### config.mk
export PLATFORM = sky130hd
export DESIGN_NAME = fft_sequencer
export DESIGN_NICKNAME = d
export VERILOG_FILES = /design/src/rtl/fft_sequencer.sv
export SDC_FILE = /design/constraint.sdc
export NUM_CORES = 1
export LEC_CHECK = 0
export ABC_AREA = 1
export CAP_MARGIN = 5
export CORE_MARGIN = 2
export CORE_UTILIZATION = 55
export DETAILED_ROUTE_END_ITERATION = 7
export MAX_ROUTING_LAYER = met4
export PLACE_DENSITY = 0.85
export RECOVER_POWER = 25
export SLEW_MARGIN = 30
export SYNTH_ARGS = -nofsm -noshare
export SYNTH_HDL_FRONTEND = slang
export SYNTH_SLANG_ARGS = --single-unit
### constraint.sdc
create_clock -name i_clk -period 4.6 [get_ports i_clk]
set_input_delay 0.92 -clock i_clk [delete_from_list [all_inputs] [get_ports i_clk]]
set_output_delay 0.92 -clock i_clk [all_outputs]
set_load 0.02 [all_outputs]
### src/rtl/fft_sequencer.sv
// -----------------------------------------------------------------------------
// fft_sequencer
//   Address and control sequencer for an in-place radix-2 FFT over a ping-pong
//   memory pair. Walks LOG2N stages of N/2 butterfly pairs. For each pair it
//   issues top/bottom read addresses and a twiddle index. The same addresses
//   come back out on the write port PIPE_LAT advancing cycles later, matching
//   the butterfly pipeline. Each stage ends with a drain gap of PIPE_LAT
//   cycles so that all of its writes land before the next stage reads.
//
// Ports
//   i_clk, i_rst_n          clock, synchronous active-low reset
//   i_en                    global enable, 0 freezes all state
//   i_start / i_inverse     start request (IDLE only), inverse mode latched at start
//   i_abort                 cancel a run and return to IDLE (beats start and stall)
//   i_stall                 datapath back-pressure, freezes sequencer and delay line
//   o_busy, o_done          run in progress, 1-cycle completion pulse
//   o_stage                 current stage
//   o_rd_*                  read valid, addresses, bank, twiddle index, last-pair flag
//   o_conj_tw               latched inverse mode
//   o_wr_*                  write valid, addresses, bank (delayed read pair)
// -----------------------------------------------------------------------------
module fft_sequencer #(
   parameter int LOG2N    = 10,
   parameter int PIPE_LAT = 4
) (
   input  logic             i_clk,
   input  logic             i_rst_n,
   input  logic             i_en,
   input  logic             i_start,
   input  logic             i_inverse,
   input  logic             i_abort,
   input  logic             i_stall,
   output logic             o_busy,
   output logic             o_done,
   output logic [3:0]       o_stage,
   output logic             o_rd_valid,
   output logic [LOG2N-1:0] o_rd_addr_a,
   output logic [LOG2N-1:0] o_rd_addr_b,
   output logic             o_rd_bank,
   output logic [LOG2N-2:0] o_tw_addr,
   output logic             o_conj_tw,
   output logic             o_wr_valid,
   output logic [LOG2N-1:0] o_wr_addr_a,
   output logic [LOG2N-1:0] o_wr_addr_b,
   output logic             o_wr_bank,
   output logic             o_last_pair
);

   localparam int PW = LOG2N - 1;       // pair counter / twiddle width
   localparam int EW = 2 * LOG2N + 2;   // delay entry: {valid, a, b, bank}

   typedef enum logic [1:0] {S_IDLE = 2'd0, S_RUN = 2'd1, S_DRAIN = 2'd2} state_t;

   state_t           state_q, state_d;
   logic [PW-1:0]    pair_q, pair_d;
   logic [3:0]       stage_q, stage_d;
   logic [4:0]       drn_q, drn_d;
   logic             conj_q, conj_d;
   logic             busy_q, busy_d;
   logic             done_q, done_d;

   logic             rd_vld_q, last_q, rd_bank_q;
   logic [LOG2N-1:0] rd_a_q, rd_b_q;
   logic [PW-1:0]    tw_q;
   logic             wr_vld_q, wr_bank_q;
   logic [LOG2N-1:0] wr_a_q, wr_b_q;
   logic [EW-1:0]    dl_q [PIPE_LAT];
   logic [EW-1:0]    dl_tail;

   logic             adv, abort_hit, start_ok, issue;
   logic             pair_last, stage_last, drn_end;
   logic [LOG2N-1:0] p_ext, span, lo_mask, addr_a, addr_b;
   logic [PW-1:0]    tw;

   assign adv        = i_en & ~i_stall;
   assign abort_hit  = i_en & i_abort & (state_q != S_IDLE);
   assign start_ok   = adv & i_start & ~i_abort & (state_q == S_IDLE);
   assign issue      = start_ok | (adv & (state_q == S_RUN));
   assign pair_last  = (pair_q == {PW{1'b1}});
   assign stage_last = (stage_q == 4'(LOG2N - 1));
   // The last stage drains one extra cycle so that o_done lands in the slot
   // where the first read of a following stage would otherwise appear.
   assign drn_end    = stage_last ? (drn_q == 5'(PIPE_LAT)) : (drn_q == 5'(PIPE_LAT - 1));
   assign dl_tail    = dl_q[PIPE_LAT-1];

   // Butterfly addressing: a inserts a 0 at bit s of the pair index, b sets it.
   // In IDLE pair_q and stage_q are 0, so the start cycle issues pair 0 of stage 0.
   always_comb begin
      p_ext   = {1'b0, pair_q};
      span    = LOG2N'(1) << stage_q;
      lo_mask = span - LOG2N'(1);
      addr_a  = ((p_ext >> stage_q) << (stage_q + 4'd1)) | (p_ext & lo_mask);
      addr_b  = addr_a | span;
      tw      = PW'(p_ext & lo_mask) << (4'(LOG2N - 1) - stage_q);
   end

   // State register
   always_ff @(posedge i_clk) begin
      if (!i_rst_n) begin
         state_q <= S_IDLE;
      end else begin
         state_q <= state_d;
      end
   end

   // Next-state logic
   always_comb begin
      state_d = state_q;
      if (abort_hit) begin
         state_d = S_IDLE;
      end else if (adv) begin
         case (state_q)
            S_IDLE:  if (start_ok) state_d = S_RUN;
            S_RUN:   if (pair_last) state_d = S_DRAIN;
            S_DRAIN: if (drn_end) state_d = stage_last ? S_IDLE : S_RUN;
            default: state_d = S_IDLE;
         endcase
      end
   end

   // Output / counter next values
   always_comb begin
      pair_d  = pair_q;
      stage_d = stage_q;
      drn_d   = drn_q;
      conj_d  = conj_q;
      done_d  = 1'b0;
      if (start_ok) conj_d = i_inverse;
      if (issue) pair_d = pair_q + PW'(1);
      if (adv && (state_q == S_DRAIN)) begin
         if (drn_end) begin
            drn_d   = '0;
            stage_d = stage_last ? 4'd0 : stage_q + 4'd1;
            done_d  = stage_last;
         end else begin
            drn_d = drn_q + 5'd1;
         end
      end
      busy_d = (state_d != S_IDLE);
   end

   // Counters, read/write output registers and the read-to-write delay line.
   // Non-advancing cycles hold everything but force both valids low.
   always_ff @(posedge i_clk) begin
      if (!i_rst_n || abort_hit) begin
         pair_q    <= '0;
         stage_q   <= '0;
         drn_q     <= '0;
         conj_q    <= 1'b0;
         busy_q    <= 1'b0;
         done_q    <= 1'b0;
         rd_vld_q  <= 1'b0;
         last_q    <= 1'b0;
         rd_a_q    <= '0;
         rd_b_q    <= '0;
         rd_bank_q <= 1'b0;
         tw_q      <= '0;
         wr_vld_q  <= 1'b0;
         wr_a_q    <= '0;
         wr_b_q    <= '0;
         wr_bank_q <= 1'b0;
         for (int i = 0; i < PIPE_LAT; i++) dl_q[i] <= '0;
      end else begin
         pair_q   <= pair_d;
         stage_q  <= stage_d;
         drn_q    <= drn_d;
         conj_q   <= conj_d;
         busy_q   <= busy_d;
         done_q   <= done_d;
         rd_vld_q <= issue;
         last_q   <= issue & pair_last & stage_last;
         wr_vld_q <= adv & dl_tail[EW-1];
         if (issue) begin
            rd_a_q    <= addr_a;
            rd_b_q    <= addr_b;
            rd_bank_q <= stage_q[0];
            tw_q      <= tw;
         end
         if (adv) begin
            dl_q[0] <= {issue, addr_a, addr_b, stage_q[0]};
            for (int i = 1; i < PIPE_LAT; i++) dl_q[i] <= dl_q[i-1];
            if (dl_tail[EW-1]) begin
               wr_a_q    <= dl_tail[2*LOG2N:LOG2N+1];
               wr_b_q    <= dl_tail[LOG2N:1];
               wr_bank_q <= ~dl_tail[0];
            end
         end
      end
   end

   assign o_busy      = busy_q;
   assign o_done      = done_q;
   assign o_stage     = stage_q;
   assign o_rd_valid  = rd_vld_q;
   assign o_rd_addr_a = rd_a_q;
   assign o_rd_addr_b = rd_b_q;
   assign o_rd_bank   = rd_bank_q;
   assign o_tw_addr   = tw_q;
   assign o_conj_tw   = conj_q;
   assign o_wr_valid  = wr_vld_q;
   assign o_wr_addr_a = wr_a_q;
   assign o_wr_addr_b = wr_b_q;
   assign o_wr_bank   = wr_bank_q;
   assign o_last_pair = last_q;

endmodule

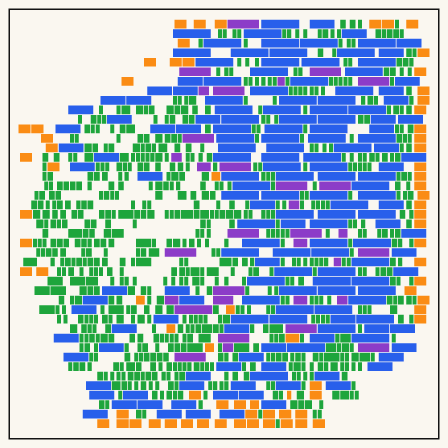
Figure 1: run 1, placement by cell class.
clock drivers and dummy loads -> purple  # cells 32, share of their area 6.8%
all other logic -> green  # cells 731, share of their area 38%
other buffers and delay cells -> orange  # cells 75, share of their area 8.2%
flops -> blue  # cells 165, share of their area 47%
row count: 43
placeable core region: 13800 µm²
flip-flop and latch share of the layout cell area: 46.0%

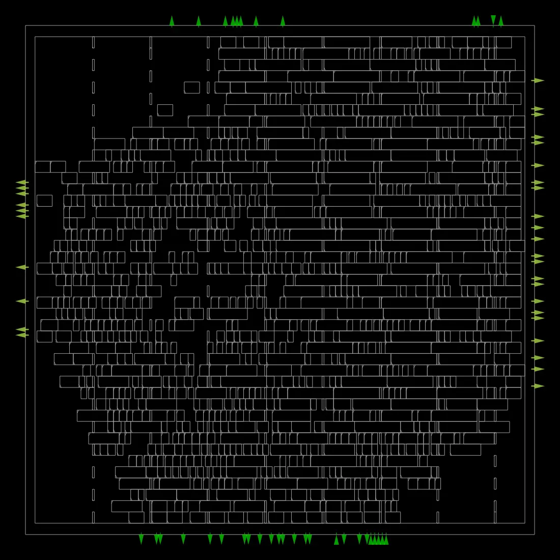
Figure 2: run 1, placement view.
tap cells: 180
share of the core filled with cells in the final layout: 66.1%

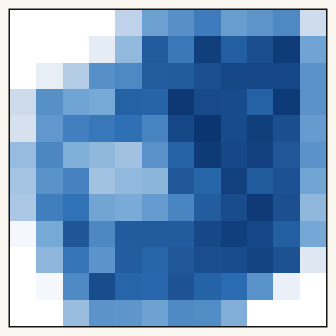
Figure 3: run 1, cell density map.
The die is cut into 12 by 12 equal tiles; white is low, dark blue is high, 0 to 100% covered.
mean over tiles = 59%
emptiest ninth of the die = top left
nearly empty tiles = 11%
FP Util: 56.0%

==> run summary, run 1 <==
Implementation results. Fraction of the cycle the final worst path needs landed at about three quarters. Post-place instance area landed at around 8500 µm². The cell family contributing the most delay on the critical path is buffers and inverters. Non-clock inverter total of the final layout landed at 181.

The most frequently used library cell after synthesis is sky130_fd_sc_hd__inv_1. Max-cap check violation count landed at 0. The first global-routing pass estimated roughly 27000 µm of wire.

Share of the synthesized area in the top cell type landed at around a third. The slowest stage of the critical path is the sky130_fd_sc_hd__clkbuf_1 cell. The capture point of the worst register-to-register path is recorded as dl_q[0][40].

For reference, the top cells by area after synthesis are sky130_fd_sc_hd__edfxtp_1 34%, sky130_fd_sc_hd__dfxtp_1 20%, sky130_fd_sc_hd__inv_1 8.5%. The post-route report lists met1 wire length as about 7000 µm. After detailed routing, no signal wire sits above met4.

Overall via count from detail_route landed at 6206. Aggregate negative setup slack landed at 0 ns. Buffers inserted during post-CTS setup optimization landed at 0. The flow reports that sequential cells draw about half of the design power.

In this run the static leakage power is 4.18 nW. Number of instances in the synthesized netlist landed at approximately 940. Global-route met1 utilization landed at between 20 and 30%. Listed in order, past its start point the critical path passes dlygate4sd3_1 > inv_1 > nor3_1 > nor2_2 > clkbuf_1 > inv_2 > nor2_2 > inv_2 > buf_4 > nor2_1. Worst slack at placement landed at between 1 and 1.5 ns. The run finished with clean final reports. Total of flip-flops plus latches after synthesis landed at approximately 170. Quantity of I/O buffers inserted on ports landed at approximately 67. In the hold report, the worst path ends at o_wr_addr_b[9]. By startpoint and endpoint, the worst setup path is classified as input pin to flop. The worst-case max-slew headroom was logged as roughly a tenth. For this run, the chip area from Yosys synthesis comes to a little under 8000 µm². Violation count after the first detailed-route iteration landed at approximately 660. I/O pin count landed at roughly 70. The later pin in the worst-skew pair is clocked with a latency of 0.43 ns. The worst setup path is captured at a flop. Clock tree cell share of total cell area landed at under 10%. Net switching power figure landed at approximately 760 µW. The worst setup path is launched from an input pin.

The number of cells on the worst reg-to-reg path is 9. The clock passes through at most 2 buffers. The final layout report lists a non-clock buffer count of 75. The critical path in the final layout is reported with a setup slack of 1.08 ns.
## run 1: cell families (layout without fill, tap and decap cells)
| group | after synthesis | in the layout | synth area share (%) |
|---|---|---|---|
| AND/OR/NAND/NOR | 407 | 407 | 23.4 |
| buffers and inverters | 222 | 288 | 11.2 |
| flip-flops | 165 | 165 | 54.3 |
| AND-OR/OR-AND | 126 | 126 | 8.57 |
| adder cells (fa/ha/maj) | 12 | 12 | 1.95 |
| XOR/XNOR | 5 | 5 | 0.568 |
## run 1: power groups by stage
stage | clock (mW) | sequential [mW] | combinational, mW
4_1_cts | 1.45 | 1.64 | 0.165
2_1_floorplan | 0 | 1.68 | 0.0862
3_5_place_dp | 0 | 1.67 | 0.163
3_3_place_gp | 0 | 1.66 | 0.159
6_report | 1.43 | 1.63 | 0.160
5_1_grt | 1.51 | 1.64 | 0.178
==> run 1 -> run 2 <==
clock period = 3.4 ns   (was 4.6 ns; I/O delays follow)
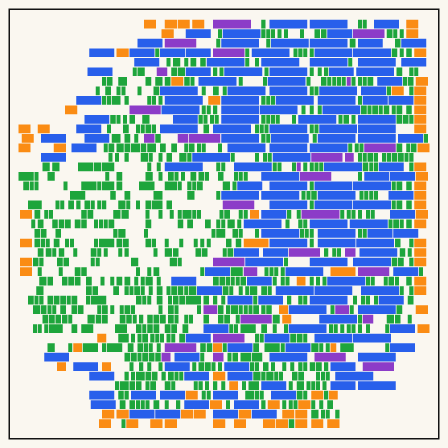
Figure 4: run 2, placement by cell class.
post-layout instance area: 9150 µm²
flip-flop and latch share of the layout cell area: 45.7%

==> run summary, run 2 <==
Implementation results. Initial core utilization landed at 56.0% (unchanged). The maximum clock insertion buffer count was 2 (unchanged). The area share of xor/xnor cells in the synthesized design was 0.568% (unchanged). Of the available clock period, the critical path in the final layout requires about four fifths. Net switching power figure landed at 1.01 mW (+32%). The relative contribution of sequential cells to total power was 50.6% (about the same). The max-cap check violation count was 0 (unchanged).

The quantity of I/O buffers inserted on ports is 67 (unchanged). Among the non-sequential cells, simple AND/OR/NAND/NOR gates take the most area. The post-place instance area came to 8560 µm² (+0.80%). The clock group total power was 1.93 mW (+35%). The aggregate negative setup slack came to 0 ns (unchanged). Number of standard cells reported by yosys landed at 937. Looking at the global route congestion table, the highest-usage layer is met2.

The I/O pin count came to 68 (unchanged). Buffers inserted during post-CTS setup optimization landed at 0 (unchanged). The combinational-cell power consumption is 229 µW (+43%). The total of flip-flops plus latches after synthesis came to 165 (unchanged). The critical path's slowest stage uses the library cell sky130_fd_sc_hd__clkbuf_2.

The count of standard-cell rows is 43 (unchanged). Simple logic cell fraction of the synthesized area landed at 23.4% (unchanged). STA classifies the critical path startpoint as an input pin.

The worst max-slew margin expressed relative to the limit came to 38.9% (+29 points). The cell depth of the worst flop-to-flop path is 12 (+3). Post-synth area from yosys stat landed at 7710 µm² (unchanged). Sequential logic power landed at 2.21 mW (+36%). Clock latency on the worst-skew pair landed at 0.43 ns (about the same). The largest share of the power goes to sequential cells.

The worst register-to-register path ends at o_tw_addr[8]. In the global route stage, overall resource usage came out at between 20% and 30%. Aoi/oai-family share of the synthesized area landed at 8.57% (unchanged). The global-route met1 utilization came to 31.0% (+1.6 points). After synthesis, the cell types taking the most area are sky130_fd_sc_hd__edfxtp_1 34%, sky130_fd_sc_hd__dfxtp_1 20%, sky130_fd_sc_hd__inv_1 8.5%. Number of flip-flops in the largest register landed at roughly 88.

Looking at the hold checks, the worst path lands on o_wr_addr_b[0]. Routed signal wires occupy layers up through met4. Violation count after the first detailed-route iteration landed at 452 (-31%). The core outline area was 13800 µm² (unchanged). The worst setup path is of the input pin to flop kind. STA classifies the critical path endpoint as a flop. Routed metal-1 wire length landed at 7280 µm (+1.3%). The flow ran to the end, and the final reports show no timing, DRC or antenna violations. Worst slack at placement landed at 0.538 ns (-0.783 ns). The global-route wire length before repair is 27900 µm (+3.1%).

Static leakage power landed at 4.12 nW (-1.5%). sky130_fd_sc_hd__inv_1 is the most common cell in the netlist.
## run 2: critical path, delay by kind of cell
kind	cells	cell delay, ns
compound gates	2	0.52
buf+inv	5	1.41
simple gates	2	0.40
## run 2: kinds of logic (layout without fill, tap and decap cells)
family / Yosys count / in the layout
AOI/OAI and AO/OA: 126 / 126
DFF: 165 / 165
and+or+nand+nor: 407 / 407
xor gates and xnor gates: 5 / 5
buffers and inverters: 222 / 294
adders and majority gates: 12 / 12
## run 2: cell type report
| type | count | share of cell area (%) |
|---|---|---|
| sequential | 165 | 45.7 |
| multi-input combinational | 550 | 29.1 |
| timing repair buffer | 81 | 8.73 |
| inverter | 181 | 7.46 |
| clock buffer | 18 | 4.69 |
| tap | 180 | 2.46 |
| clock inverter | 14 | 1.81 |
Power is estimated from default activity; no workload was simulated.
